[src/rtl/q_next_max_scanner.sv]
// Max-Q row scanner.
// Reads every action entry of one Q-table row through a single synchronous
// read port. Returns the largest signed Q-value and the lowest action index
// that holds it. Requests and results each use a valid/ready handshake.
module q_next_max_scanner #(
  parameter int DATA_W      = 32,
  parameter int STATE_W     = 8,
  parameter int NUM_ACTIONS = 4,
  parameter int ACT_W       = $clog2(NUM_ACTIONS)
) (
  input  logic                       clk,
  input  logic                       rst,
  input  logic                       req_valid,
  output logic                       req_ready,
  input  logic [STATE_W-1:0]         req_state,
  output logic                       mem_rd_en,
  output logic [STATE_W+ACT_W-1:0]   mem_rd_addr,
  input  logic [DATA_W-1:0]          mem_rd_data,
  output logic                       out_valid,
  input  logic                       out_ready,
  output logic [DATA_W-1:0]          max_q,
  output logic [ACT_W-1:0]           max_action
);

  typedef enum logic [1:0] {
    S_IDLE  = 2'd0,
    S_SCAN  = 2'd1,
    S_DRAIN = 2'd2,
    S_DONE  = 2'd3
  } state_t;

  localparam logic [ACT_W-1:0] LAST_ACT = ACT_W'(NUM_ACTIONS - 1);

  state_t               r_state;
  state_t               w_state_next;
  logic [ACT_W-1:0]     r_k;
  logic [STATE_W-1:0]   r_lat_state;
  logic                 r_rd_en_d;
  logic [ACT_W-1:0]     r_k_d;
  logic [DATA_W-1:0]    r_run_max;
  logic [ACT_W-1:0]     r_run_arg;
  logic [DATA_W-1:0]    r_max_q;
  logic [ACT_W-1:0]     r_max_action;

  logic                 w_req_ready;
  logic                 w_rd_en;
  logic                 w_out_valid;
  logic                 w_accept;
  logic [DATA_W-1:0]    w_cmp_max;
  logic [ACT_W-1:0]     w_cmp_arg;

  // State register; reset aborts any scan in flight.
  always_ff @(posedge clk or posedge rst) begin
    if (rst) begin
      r_state <= S_IDLE;
    end else begin
      r_state <= w_state_next;
    end
  end

  // Next-state decode and handshake/strobe outputs.
  always_comb begin
    w_state_next = r_state;
    w_req_ready  = 1'b0;
    w_rd_en      = 1'b0;
    w_out_valid  = 1'b0;
    case (r_state)
      S_IDLE: begin
        w_req_ready = ~rst;
        if (req_valid) begin
          w_state_next = S_SCAN;
        end
      end
      S_SCAN: begin
        w_rd_en = 1'b1;
        if (r_k == LAST_ACT) begin
          w_state_next = S_DRAIN;
        end
      end
      S_DRAIN: begin
        w_state_next = S_DONE;
      end
      S_DONE: begin
        w_out_valid = 1'b1;
        if (out_ready) begin
          w_state_next = S_IDLE;
        end
      end
      default: begin
        w_state_next = S_IDLE;
      end
    endcase
  end

  assign w_accept = w_req_ready & req_valid;

  // Running-max candidate: the first datum of a row always loads, later ones
  // only win on a strictly greater signed value so ties keep the lower index.
  always_comb begin
    w_cmp_max = r_run_max;
    w_cmp_arg = r_run_arg;
    if (r_rd_en_d) begin
      if ((r_k_d == '0) || ($signed(mem_rd_data) > $signed(r_run_max))) begin
        w_cmp_max = mem_rd_data;
        w_cmp_arg = r_k_d;
      end
    end
  end

  // Action counter, latched state and the one-cycle delayed read tag that
  // lines up with the RAM's read latency.
  always_ff @(posedge clk or posedge rst) begin
    if (rst) begin
      r_k         <= '0;
      r_lat_state <= '0;
      r_rd_en_d   <= 1'b0;
      r_k_d       <= '0;
    end else begin
      r_rd_en_d <= w_rd_en;
      r_k_d     <= r_k;
      if (w_accept) begin
        r_lat_state <= req_state;
        r_k         <= '0;
      end else if (w_rd_en) begin
        r_k <= r_k + ACT_W'(1);
      end
    end
  end

  // Running max tracks the compare stage; the result is captured as the last
  // datum is consumed in DRAIN and held through DONE and beyond.
  always_ff @(posedge clk or posedge rst) begin
    if (rst) begin
      r_run_max    <= '0;
      r_run_arg    <= '0;
      r_max_q      <= '0;
      r_max_action <= '0;
    end else begin
      if (r_rd_en_d) begin
        r_run_max <= w_cmp_max;
        r_run_arg <= w_cmp_arg;
      end
      if (r_state == S_DRAIN) begin
        r_max_q      <= w_cmp_max;
        r_max_action <= w_cmp_arg;
      end
    end
  end

  assign req_ready   = w_req_ready;
  assign mem_rd_en   = w_rd_en;
  assign mem_rd_addr = w_rd_en ? {r_lat_state, r_k} : '0;
  assign out_valid   = w_out_valid;
  assign max_q       = r_max_q;
  assign max_action  = r_max_action;

endmodule

[config.mk]
export PLATFORM = sky130hd
export DESIGN_NAME = q_next_max_scanner
export DESIGN_NICKNAME = d
export VERILOG_FILES = /design/src/rtl/q_next_max_scanner.sv
export SDC_FILE = /design/constraint.sdc
export NUM_CORES = 1
export LEC_CHECK = 0
export CAP_MARGIN = 40
export CORE_MARGIN = 4
export CORE_UTILIZATION = 47
export DETAILED_ROUTE_END_ITERATION = 8
export PLACE_DENSITY = 0.77
export SETUP_SLACK_MARGIN = 0.4
export SLEW_MARGIN = 20
export SYNTH_ARGS = -nofsm -noshare
export SYNTH_HDL_FRONTEND = slang
export SYNTH_SLANG_ARGS = --single-unit
export TNS_END_PERCENT = 1
[constraint.sdc]
create_clock -name clk -period 2.6 [get_ports clk]
set_input_delay 0.52 -clock clk [delete_from_list [all_inputs] [get_ports clk]]
set_output_delay 0.52 -clock clk [all_outputs]
set_load 0.005 [all_outputs]
**Met1 routing**

The bar under the picture is 20 um long.
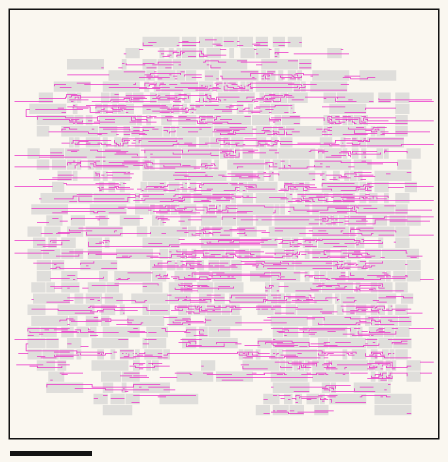
share of all routed wire: 44%
main direction: horizontal

**Metal 2**

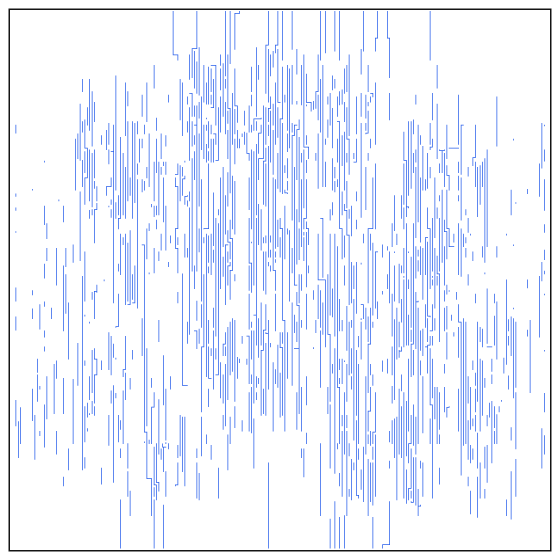
main direction: vertical
longest straight run: 37.4 um
wire length on this layer: 5900 um

==> results.cfg <==
; yosys + openroad results
[floorplan]
core_um2 = 8890
dieHeight_um = 104
io_pins = 91
floorplan.core_util_pct = 49.1
rows = 34
die_w_um = 104

[drt]
met1_length_mm = 5.31
via_count = 3910
met3_length_um = 755
drtIter0Drc = 268
routed.top_layer = met4
wl_mm = 12.1
ant_nets = 0
wl_per_cell_um = 17.5
wl_met2_mm = 5.90
firstDrtPassIters = 6

[hold_path]
min_to = r_k_d[1]$_DFF_PP0_
hold_class = reg -> reg
hp-start = r_k[1]$_DFFE_PP0P_
holdPathStages = 0

[critical_path]
critPathRequiredTime_ps = 2810
crit_path_frequent_cell = buf_4
worstPathMaxFanout = 8
critical_path_class = reg -> reg
cp-end-kind = flip-flop
crit_slowest_cell = or4b_4
r2r-start = r_run_max[9]$_DFFE_PP0P_
cpPeakStageDelay_ps = 510
cp-start-kind = flip-flop
r2r-end = max_q[3]$_DFFE_PP0P_
r2r_cells = 10
timing.critical_path.to = max_q[3]$_DFFE_PP0P_
reg2reg_setup_slack_ps = -110
path_cells = inv_1 > ha_1 > and4_1 > nor4bb_4 > buf_4 > or4b_4 > buf_4 > o221a_4 > nand3_1 > a31oi_1

[grt]
use_met2_pct = 37.0
grtUsageTotal_pct = 22.2
grt_pass1_wl_mm = 20.1
grt_use_met1_pct = 29.8
gr-usage-met3_pct = 4.59
grt-ovfl-total = 0
busiest_layer = met2
grt_max_degree = 84

[placement]
dp_cells = 653
placed_cell_area_um2 = 5510
numPortBuffers = 90
hpwl_mm = 7.42
dp_slack_ps = -874
gp_congestion = 0.853

[yosys]
ys.flops = 83
synth.distinct_cells = 43
ys_seq_share_pct = 47.6
synth_stat.cells = 456
syn_area_per_cell_um2 = 9.57
synth_top_area_share_pct = 47.6
synth.most_common_cell = dfrtp_1
synth-xor-area-share_pct = 0.201
fp_nets = 538
top_cells_by_count = dfrtp_1 (83), nand2_1 (46), inv_1 (42)
synth_async_sr_flop_share_pct = 100
aoi_share_pct = 16.7
edf_count = 0
yosysWarnings = 0
synthMuxAreaShare_pct = 2.29
logic_family = AND-OR/OR-AND gates
yosys.area_share.simple_pct = 16.0
fa_ha_area_share_pct = 10.9

[clocking]
numCtsBuffers = 9
path_clk_slew_ps = 90
cts_max_path_buffers = 2
htree_levels = 3
cts_root_buffer = clkbuf_8
clock-sinks = 83
insertion_delay_ps = 350

[pwr]
combPwrFrac_pct = 57.2
clock_net_power_uw = 1000
p_clk_share_pct = 12.6
vdd_drop_max_mv = 0.504
total_power_uw = 7950
p_int_uw = 4710
p_per_area_nw_per_um2 = 1270
p_seq_uw = 2400
cellLeakagePower_uw = 0.00292
maxPowerGroup = combinational logic
powerComb_uw = 4540
switching_share_pct = 40.7

[final_layout]
nFillCells = 661
post-route-util_pct = 70.4
fin_cells = 688
drive_gt1_share_pct = 22.2
nNetsFinal = 657
final_area_um2 = 6260
logic_area_um2 = 2420
seq_area_um2 = 2080
diodes = 0

[status]
violations = setup timing
outcome = finished, violations left

[sta]
post-route-period-util_pct = 104
setup_slack_ps = -111
slew_headroom_pct = 59.9
setup_viol = 53
maxSlewViolCount = 0
rsz0062_at_grt = true
clock.fmax_mhz = 369
post-route-min-period_ps = 2710
fin_tns_setup_ps = -2930
hold_viol_final = 0
hold_slack_ps = 449

[job]
tool_warnings = 33
-- repair_timing --
item                       4_1_cts  5_1_grt
pin swaps                       51       20
hold buffers                     0        0
setup buffers                   14        1
gates cloned                     4        0
setup endpoints to repair       80       74
resized                        112       21
-- final cells by class --
class,count,share of cell area (%)
clock buffers,11,2.10
clock inverters,5,1.24
inverters,42,2.58
multi-input cells,309,38.7
flip-flops and latches,83,33.2
well taps,108,2.16
repair buffers,130,20.1
-- worst max-delay path, delay by kind of cell, from the launching register on --
| family | cells | cell delay [ps] |
|---|---|---|
| DFF | 1 | 360 |
| buffers and inverters | 3 | 370 |
| AOI/OAI and AO/OA | 2 | 390 |
| adders and majority gates | 1 | 290 |
| and+or+nand+nor | 4 | 1160 |
-- layout by cell type (no fill, tap or decap), types with 5 or more instances in the layout --
| cell | Yosys | final |
|---|---|---|
| a21oi_1 | 18 | 17 |
| a31oi_1 | 32 | 31 |
| and2_1 | 10 | 8 |
| buf_4 | 0 | 29 |
| buf_6 | 3 | 7 |
| clkbuf_8 | 0 | 9 |
| clkdlybuf4s50_1 | 0 | 50 |
| dfrtp_1 | 83 | 82 |
| dlygate4sd2_1 | 0 | 27 |
| dlymetal6s2s_1 | 0 | 6 |
| ha_1 | 38 | 26 |
| ha_4 | 0 | 11 |
| inv_1 | 42 | 37 |
| mux2_2 | 8 | 8 |
| nand2_1 | 46 | 43 |
| nand3_1 | 35 | 26 |
| nand3_2 | 0 | 9 |
| nor2_1 | 35 | 35 |
| o21ai_0 | 18 | 5 |
| o21ai_1 | 21 | 30 |
| or2_2 | 6 | 6 |
-- registers in the layout, indices dropped and copies added (netlist names) --
signal	flops
r_k	2
r_run_arg	2
max_action	2
r_state	2
r_lat_state	8
r_rd_en_d	1
max_q	32
r_k_d	2
r_run_max	32
